### config.mk
export PLATFORM = sky130hd
export DESIGN_NAME = gain_cmd_writer_flat
export DESIGN_NICKNAME = d
export VERILOG_FILES = /design/src/rtl/eq_cmd_pkg.sv /design/src/rtl/gain_cmd_writer_if.sv /design/src/rtl/byte_timeout.sv /design/src/rtl/gain_cmd_writer.sv /design/src/flat_wrapper.sv
export SDC_FILE = /design/constraint.sdc
export NUM_CORES = 1
export LEC_CHECK = 0
export CORE_MARGIN = 2
export CORE_UTILIZATION = 52
export CTS_BUF_LIST = sky130_fd_sc_hd__clkbuf_4 sky130_fd_sc_hd__clkbuf_8
export CTS_CLUSTER_DIAMETER = 80
export CTS_CLUSTER_SIZE = 20
export DETAILED_ROUTE_END_ITERATION = 16
export GPL_TIMING_DRIVEN = 0
export PLACE_DENSITY = 0.78
export SYNTH_ARGS = -nofsm -noshare
export SYNTH_HDL_FRONTEND = slang
export SYNTH_SLANG_ARGS = --single-unit
export TNS_END_PERCENT = 5
### constraint.sdc
create_clock -name clk -period 2.05 [get_ports clk]
set_input_delay 0.3075 -clock clk [delete_from_list [all_inputs] [get_ports clk]]
set_output_delay 0.3075 -clock clk [all_outputs]
set_load 0.005 [all_outputs]
### src/rtl/eq_cmd_pkg.sv
// Shared constants for the equalizer gain command path:
// frame marker bytes, command-parser state encoding and gain byte width.
package eq_cmd_pkg;

    localparam int GAIN_BYTE_W = 8;

    localparam logic [7:0] HDR_BYTE  = 8'hA5;
    localparam logic [7:0] CMD_WR    = 8'h01;
    localparam logic [7:0] CMD_BCAST = 8'h02;

    localparam logic [2:0] ST_IDLE  = 3'd0;
    localparam logic [2:0] ST_CMD   = 3'd1;
    localparam logic [2:0] ST_ADDR  = 3'd2;
    localparam logic [2:0] ST_DATA  = 3'd3;
    localparam logic [2:0] ST_CSUM  = 3'd4;
    localparam logic [2:0] ST_WRITE = 3'd5;
    localparam logic [2:0] ST_BCAST = 3'd6;

endpackage

### src/rtl/gain_cmd_writer_if.sv
// Host byte stream (valid/ready), gain-bank write port and frame status
// seen by the gain command writer.
interface gain_cmd_writer_if;
    import eq_cmd_pkg::*;

    logic [GAIN_BYTE_W-1:0] rx_data;
    logic                   rx_valid;
    logic                   rx_ready;
    logic                   we;
    logic [7:0]             addr;
    logic [GAIN_BYTE_W-1:0] data_out;
    logic                   frame_ok;
    logic                   frame_err;
    logic [7:0]             err_count;

    modport master (
        input  rx_data, rx_valid,
        output rx_ready, we, addr, data_out, frame_ok, frame_err, err_count
    );

    modport slave (
        output rx_data, rx_valid,
        input  rx_ready, we, addr, data_out, frame_ok, frame_err, err_count
    );

endinterface

### src/rtl/byte_timeout.sv
// Inter-byte idle counter: counts while enabled, clears on every accepted
// byte, and pulses expire on the TIMEOUT_CYCLES-th idle cycle.
module byte_timeout #(
    parameter int TIMEOUT_CYCLES = 100000
) (
    input  logic clk,
    input  logic rst_n,
    input  logic en,
    input  logic clr,
    output logic expire
);

    localparam int               CNT_W = $clog2(TIMEOUT_CYCLES + 1);
    localparam logic [CNT_W-1:0] LIMIT = CNT_W'(TIMEOUT_CYCLES - 1);

    logic [CNT_W-1:0] cnt_q;
    logic [CNT_W-1:0] cnt_d;

    always_comb begin
        cnt_d  = cnt_q;
        expire = 1'b0;
        if (!en || clr) begin
            cnt_d = '0;
        end else if (cnt_q == LIMIT) begin
            expire = 1'b1;
            cnt_d  = '0;
        end else begin
            cnt_d = cnt_q + CNT_W'(1);
        end
    end

    always_ff @(posedge clk or negedge rst_n) begin
        if (!rst_n) begin
            cnt_q <= '0;
        end else begin
            cnt_q <= cnt_d;
        end
    end

endmodule

### src/rtl/gain_cmd_writer.sv
// Parses host command frames (single-band or broadcast gain writes), checks
// header/command/checksum/address/timeout, and drives the gain bank write port.
module gain_cmd_writer
    import eq_cmd_pkg::*;
#(
    parameter int NUM_BANDS      = 10,
    parameter int TIMEOUT_CYCLES = 100000
) (
    input logic               clk,
    input logic               rst,
    gain_cmd_writer_if.master bus
);

    localparam logic [7:0] ADDR_LIMIT = 8'(NUM_BANDS);
    localparam logic [7:0] LAST_ADDR  = 8'(NUM_BANDS - 1);

    logic [2:0]             state_q, state_d;
    logic [7:0]             xor_q, xor_d;
    logic [7:0]             addr_q, addr_d;
    logic [GAIN_BYTE_W-1:0] data_q, data_d;
    logic                   bcast_q, bcast_d;
    logic                   we_q, we_d;
    logic                   ok_q, ok_d;
    logic                   err_q, err_d;
    logic [7:0]             err_cnt_q, err_cnt_d;

    logic fire;
    logic in_frame;
    logic expire;
    logic raise_err;

    assign bus.rx_ready = (state_q != ST_WRITE) && (state_q != ST_BCAST);
    assign fire         = bus.rx_valid && bus.rx_ready;
    assign in_frame     = (state_q == ST_CMD) || (state_q == ST_ADDR) ||
                          (state_q == ST_DATA) || (state_q == ST_CSUM);

    byte_timeout #(
        .TIMEOUT_CYCLES(TIMEOUT_CYCLES)
    ) u_timeout (
        .clk   (clk),
        .rst_n (rst),
        .en    (in_frame),
        .clr   (fire),
        .expire(expire)
    );

    always_comb begin
        state_d   = state_q;
        xor_d     = xor_q;
        addr_d    = addr_q;
        data_d    = data_q;
        bcast_d   = bcast_q;
        we_d      = 1'b0;
        ok_d      = 1'b0;
        raise_err = 1'b0;

        case (state_q)
            ST_IDLE: begin
                if (fire && bus.rx_data == HDR_BYTE) begin
                    xor_d   = '0;
                    state_d = ST_CMD;
                end
            end
            ST_CMD: begin
                if (fire) begin
                    xor_d = xor_q ^ bus.rx_data;
                    if (bus.rx_data == CMD_WR) begin
                        bcast_d = 1'b0;
                        state_d = ST_ADDR;
                    end else if (bus.rx_data == CMD_BCAST) begin
                        bcast_d = 1'b1;
                        addr_d  = '0;
                        state_d = ST_DATA;
                    end else begin
                        raise_err = 1'b1;
                        state_d   = ST_IDLE;
                    end
                end
            end
            ST_ADDR: begin
                if (fire) begin
                    addr_d  = bus.rx_data;
                    xor_d   = xor_q ^ bus.rx_data;
                    state_d = ST_DATA;
                end
            end
            ST_DATA: begin
                if (fire) begin
                    data_d  = bus.rx_data;
                    xor_d   = xor_q ^ bus.rx_data;
                    state_d = ST_CSUM;
                end
            end
            ST_CSUM: begin
                if (fire) begin
                    if (bus.rx_data != xor_q || (!bcast_q && addr_q >= ADDR_LIMIT)) begin
                        raise_err = 1'b1;
                        state_d   = ST_IDLE;
                    end else begin
                        // we/frame_ok are registered, so the first strike is set up here
                        we_d    = 1'b1;
                        ok_d    = bcast_q ? (addr_q == LAST_ADDR) : 1'b1;
                        state_d = bcast_q ? ST_BCAST : ST_WRITE;
                    end
                end
            end
            ST_WRITE: begin
                state_d = ST_IDLE;
            end
            ST_BCAST: begin
                if (addr_q == LAST_ADDR) begin
                    state_d = ST_IDLE;
                end else begin
                    addr_d = addr_q + 8'd1;
                    we_d   = 1'b1;
                    ok_d   = (addr_d == LAST_ADDR);
                end
            end
            default: begin
                state_d = ST_IDLE;
            end
        endcase

        if (expire) begin
            raise_err = 1'b1;
            state_d   = ST_IDLE;
        end

        err_d     = raise_err;
        err_cnt_d = (raise_err && err_cnt_q != 8'hFF) ? err_cnt_q + 8'd1 : err_cnt_q;
    end

    always_ff @(posedge clk or negedge rst) begin
        if (!rst) begin
            state_q   <= ST_IDLE;
            xor_q     <= '0;
            addr_q    <= '0;
            data_q    <= '0;
            bcast_q   <= 1'b0;
            we_q      <= 1'b0;
            ok_q      <= 1'b0;
            err_q     <= 1'b0;
            err_cnt_q <= '0;
        end else begin
            state_q   <= state_d;
            xor_q     <= xor_d;
            addr_q    <= addr_d;
            data_q    <= data_d;
            bcast_q   <= bcast_d;
            we_q      <= we_d;
            ok_q      <= ok_d;
            err_q     <= err_d;
            err_cnt_q <= err_cnt_d;
        end
    end

    assign bus.we        = we_q;
    assign bus.addr      = addr_q;
    assign bus.data_out  = data_q;
    assign bus.frame_ok  = ok_q;
    assign bus.frame_err = err_q;
    assign bus.err_count = err_cnt_q;

endmodule

### src/flat_wrapper.sv
// flat-port wrapper written by rule: the top's interface ports become plain ports
module gain_cmd_writer_flat import eq_cmd_pkg::*;
#(
    parameter int NUM_BANDS      = 10,
    parameter int TIMEOUT_CYCLES = 100000
)
  (clk, rst, bus_rx_data, bus_rx_valid, bus_rx_ready, bus_we, bus_addr, bus_data_out, bus_frame_ok, bus_frame_err, bus_err_count);
  gain_cmd_writer_if bus_i ();
  input logic clk;
  input logic rst;
  input wire logic [$bits(bus_i.rx_data)-1:0] bus_rx_data;
  input wire logic [$bits(bus_i.rx_valid)-1:0] bus_rx_valid;
  output wire logic [$bits(bus_i.rx_ready)-1:0] bus_rx_ready;
  output wire logic [$bits(bus_i.we)-1:0] bus_we;
  output wire logic [$bits(bus_i.addr)-1:0] bus_addr;
  output wire logic [$bits(bus_i.data_out)-1:0] bus_data_out;
  output wire logic [$bits(bus_i.frame_ok)-1:0] bus_frame_ok;
  output wire logic [$bits(bus_i.frame_err)-1:0] bus_frame_err;
  output wire logic [$bits(bus_i.err_count)-1:0] bus_err_count;
  assign bus_i.rx_data = bus_rx_data;
  assign bus_i.rx_valid = bus_rx_valid;
  assign bus_rx_ready = bus_i.rx_ready;
  assign bus_we = bus_i.we;
  assign bus_addr = bus_i.addr;
  assign bus_data_out = bus_i.data_out;
  assign bus_frame_ok = bus_i.frame_ok;
  assign bus_frame_err = bus_i.frame_err;
  assign bus_err_count = bus_i.err_count;
  gain_cmd_writer #(.NUM_BANDS(NUM_BANDS), .TIMEOUT_CYCLES(TIMEOUT_CYCLES)) u_core (.clk(clk), .rst(rst), .bus(bus_i));
endmodule
==> run_1/layer_met1.png <==
Bar = 20 um. Supply wires on this layer in grey.
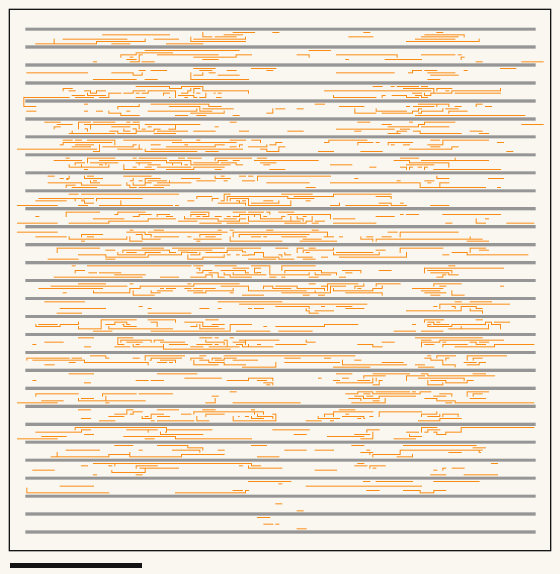
- main direction: horizontal
- share of all routed wire: 46%
- longest straight run: 23.9 um
- wire length on this layer: 3230 um
- nets with wire on the layer: 375

==> run_1/layer_met2.png <==
Bar = 20 um.
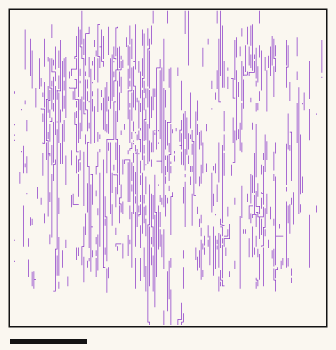
- longest straight run: 32.6 um
- wire length on this layer: 3300 um
- nets with wire on the layer: 349
- share of all routed wire: 47%

==> run_1/layer_met3.png <==
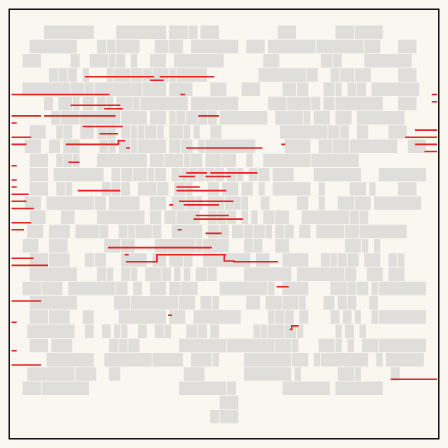
- nets with wire on the layer: 50
- share of all routed wire: 4.6%
Vias: 2691
Routed Wire Length: 6.98 mm
GR Layer Usage met3: 3.52%

==> run_1/layer_met4.png <==
Bar = 20 um. Supply wires on this layer in grey.
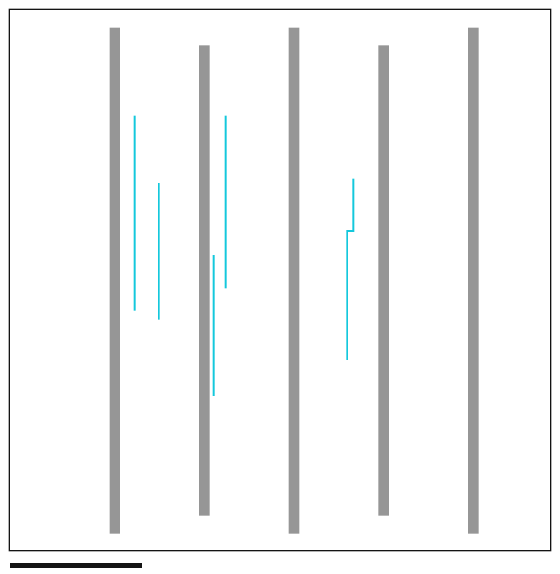
- nets with wire on the layer: 4
- share of all routed wire: 1.8%

==> impl_metrics.tcl, run 1 <==
# yosys + openroad results
set metrics [dict create \
    rows 28 \
    dieHeight_um 81.8 \
    coreArea_um2 5890 \
    grt_pass1_wl_mm 11.3 \
    period_used_pct 97.7 \
    worst_slew_pin_slew_ps 618 \
    post-cts-setup-buffers 8 \
    cp_max_fo 6 \
    fp.dieW_um 81.8 \
    skew_ps 9.52 \
    ys_sh_adder_pct 2.39 \
    flops 56 \
    yosys_warnings 0 \
    r2r-start "u_core.bus.addr[7]$_DFFE_PN0P_" \
    cts_tree "yes" \
    holdWs_ps -5.93 \
    clock-sinks 56 \
    cpMostUsedCell "nor4_4" \
    multi_input_comb_cells 265 \
    simple_gate_area_share_pct 25.3 \
    cts_root_buffer "clkbuf_8" \
    numCtsBuffers 5 \
    setup_violations 0 \
    ff_latch_area_um2 1410 \
    irDropWorstVdd_v 0.000380 \
    intPower_w 0.00162 \
    violations "hold timing" \
    common_cells "56 x dfrtp_1, 48 x nor2_1, 33 x o21ai_0" \
    fin_tns_setup_ps 0 \
    seq-cell-share_pct 36.5 \
    slew_viol_final 0 \
    reg2reg_depth 6 \
    n_tap_cell 75 \
    leakagePower_nw 1.63 \
    port-buffer-count 35 \
    dominant_cells "combinational gates" \
    layout.nets 410 \
    finalHoldViolations 6 \
    hold_buffers 0 \
    overflow 0 \
    path_clk_slew_ps 100 \
    status "complete, but fails checks" \
    pin_count 39 \
    place_ws_ps -509 \
    clkLatencyLatePin_ps 310 \
    swShare_pct 27.1 \
    areaGrowthSynthToFinish_pct 22.9 \
    n_all_buffers 58 \
    clk_share_pct 2.53 \
]
==> run 1: how the worst max path moves through the flow <==
| stage | from | endpoint | cells past startpoint |
|---|---|---|---|
| final | u_core.bus.addr[7]$_DFFE_PN0P_ | u_core.bus.err_count[6]$_DFFE_PN0P_ | 6 |
| after global routing | u_core.bus.addr[7]$_DFFE_PN0P_ | u_core.bus.err_count[6]$_DFFE_PN0P_ | 6 |
| after CTS | u_core.bus.addr[0]$_DFFE_PN0P_ | u_core.bus.err_count[6]$_DFFE_PN0P_ | 8 |
| after detailed placement | bus_rx_data[5] | u_core.bus.err_count[1]$_DFFE_PN0P_ | 7 |
| after global placement | rst | u_core.bus.addr[4]$_DFFE_PN0P_ | 1 |
| after floorplan | u_core.bus.addr[0]$_DFFE_PN0P_ | u_core.bus.err_count[1]$_DFFE_PN0P_ | 8 |
==> run 1: routing by layer <==
metal / vias up / track usage (%) / part of all wire [%]
met5: - / 0 / 0
met3: 11 / 3.52 / 4.6
met4: 0 / 7.67 / 1.8
met1: 1288 / 29.5 / 46
met2: 90 / 34.8 / 47
li1: 1302 / - / -
==> run 1: metrics by stage <==
stage	util [%]	area (um^2)	instances	hold slack (ps)
3_5_place_dp	61.2	3600	453	359
3_3_place_gp	61.0	3590	452	477
5_1_grt	65.7	3860	469	25.3
4_1_cts	65.2	3840	469	10.1
2_1_floorplan	-	3150	342	11.9
6_report	65.7	3860	469	-5.93
==> run 1: sequential cells by signal, summed over array words and instances (netlist names) <==
register,cells
u_core.xor_q,8
u_core.bus.addr,8
u_core.bus.we,1
u_core.bus.frame_err,1
u_core.bcast_q,1
u_core.u_timeout.cnt_q,17
u_core.bus.err_count,8
u_core.state_q,3
u_core.bus.frame_ok,1
u_core.bus.data_out,8
==> run_1/congestion.png <==
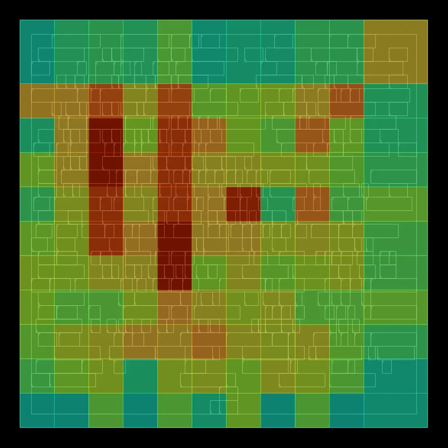

## Run 2: what changed since run 1
--- a/config.mk
+++ b/config.mk
@@ -13,6 +13,7 @@
 export DETAILED_ROUTE_END_ITERATION = 16
 export GPL_TIMING_DRIVEN = 0
 export PLACE_DENSITY = 0.78
+export RECOVER_POWER = 100
 export SYNTH_ARGS = -nofsm -noshare
 export SYNTH_HDL_FRONTEND = slang
 export SYNTH_SLANG_ARGS = --single-unit
==> run_2/congestion.png <==
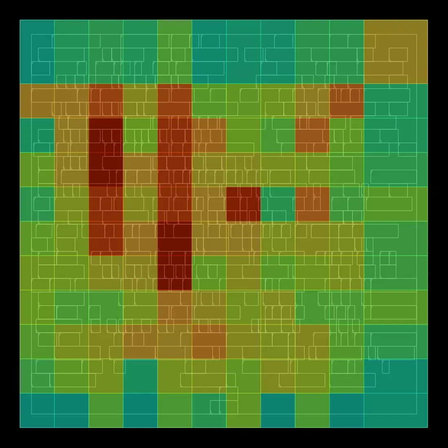
Tot GR Track Use: 21.6%
Finished Core Util: 65.6%
gr busiest metal: met2
average wire per cell in the routed design: 14.8 um

==> run_2/layer_met2.png <==
Bar = 20 um.
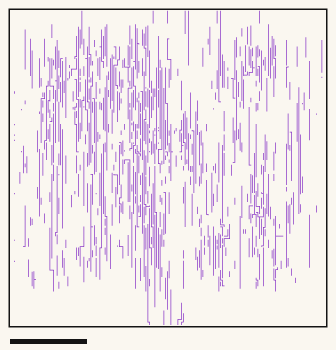
- main direction: vertical
- share of all routed wire: 47%
- longest straight run: 32.6 um
- nets with wire on the layer: 348
- wire length on this layer: 3300 um
met2 global-route usage: 34.8%
Vias: 2687

==> impl_metrics.tcl, run 2 <==
# yosys + openroad results
set metrics [dict create \
    irDropWorstVdd_v 0.000378 \
    intPower_w 0.00162 \
    cts_resized 25 \
    grt_pass1_wl_mm 11.3 \
    fp.dieW_um 81.8 \
    met1_length_mm 3.18 \
    worst_slew_pin_slew_ps 1480 \
    reg2reg_depth 6 \
    fin_tns_setup_ps 0 \
    cpMostUsedCell "nor4_4" \
    gr-usage-met1_pct 29.5 \
    layout.nets 410 \
    fin_cells 469 \
    leakagePower_nw 1.69 \
    skew_ps 11.7 \
    cts_root_buffer "clkbuf_8" \
    swShare_pct 27.2 \
    dieHeight_um 81.8 \
    finalHoldViolations 0 \
    largest_register_ffs 17 \
    period_used_pct 97.9 \
    fmax_mhz 498 \
    coreArea_um2 5890 \
    clkLatencyLatePin_ps 320 \
    drive_above_1_share_pct 16.5 \
    status "completed" \
    ys_sh_adder_pct 2.39 \
    path_clk_slew_ps 110 \
    numCtsBuffers 5 \
    pwr-share-comb_pct 15.7 \
    clock-sinks 56 \
    fp_util_pct 53.4 \
    yosys_warnings 0 \
    overflow 0 \
    pin_count 39 \
    wl_mm 6.96 \
    routed-wl-met3_um 366 \
    route.met2.wl_mm 3.30 \
    post-place-cells 453 \
    common_cells "56 x dfrtp_1, 48 x nor2_1, 33 x o21ai_0" \
    slew_viol_final 0 \
    worstPathRequired_ps 2260 \
    cp_max_fo 6 \
    avgSynthCellArea_um2 9.20 \
    cts_tree "yes" \
    r2r-start "u_core.bus.addr[7]$_DFFE_PN0P_" \
    ys_cells 342 \
    top_layer_used "met4" \
    port-buffer-count 35 \
    yosys-stat-area_um2 3150 \
    areaGrowthSynthToFinish_pct 22.8 \
    hold_buffers 0 \
    syn-num-nets 359 \
]
==> run_2/clk_routes.png <==
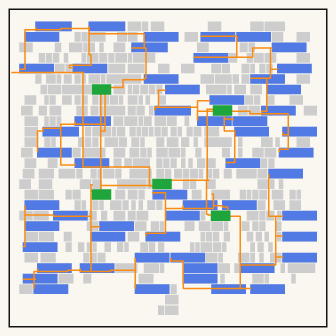
- flip-flops: blue (count 56)
- clock wires: orange (length 683 um)
- clock drivers: green (count 5)
- flops lie: all over the die
- routed clock nets: 6

==> run 2: cell count changes in the layout (fill, tap and decap cells not counted) <==
cell	previous run	this run
clkdlybuf4s50_1	27	10
or2_1	1	0
dlygate4sd3_1	0	17
buf_2	6	5
clkbuf_1	4	5
or2_0	0	1
==> run 2: worst max path at each step <==
stage / start / endpoint / cells past startpoint
final: u_core.bus.addr[7]$_DFFE_PN0P_ / u_core.bus.err_count[6]$_DFFE_PN0P_ / 6
after global routing: u_core.bus.addr[7]$_DFFE_PN0P_ / u_core.bus.err_count[6]$_DFFE_PN0P_ / 6
after CTS: u_core.bus.addr[0]$_DFFE_PN0P_ / u_core.bus.err_count[6]$_DFFE_PN0P_ / 8
after detailed placement: bus_rx_data[5] / u_core.bus.err_count[1]$_DFFE_PN0P_ / 7
after global placement: rst / u_core.bus.addr[4]$_DFFE_PN0P_ / 1
after floorplan: u_core.bus.addr[0]$_DFFE_PN0P_ / u_core.bus.err_count[1]$_DFFE_PN0P_ / 8
==> run 2: layout make-up <==
| type | instances | area [um^2] | area share (%) |
|---|---|---|---|
| multi-input cells | 265 | 1730 | 44.8 |
| flip-flops and latches | 56 | 1410 | 36.5 |
| repair buffers | 45 | 427 | 11.0 |
| well taps | 75 | 93.8 | 2.43 |
| clock buffers | 6 | 82.6 | 2.14 |
| plain buffers | 13 | 78.8 | 2.04 |
| inverters | 7 | 26.3 | 0.680 |
| clock inverters | 2 | 15.0 | 0.389 |
==> run 2: through the flow <==
step | hold WS (ps) | instance area (um^2) | setup WS [ps]
final | 328 | 3860 | 43.8
after global placement | 477 | 3590 | -1050
after floorplan | 11.9 | 3150 | 95.1
after global routing | 355 | 3860 | -27.5
after detailed placement | 359 | 3600 | -509
after CTS | 10.1 | 3840 | -28.4
No activity file was given, so power comes from the tool's default toggle rates.
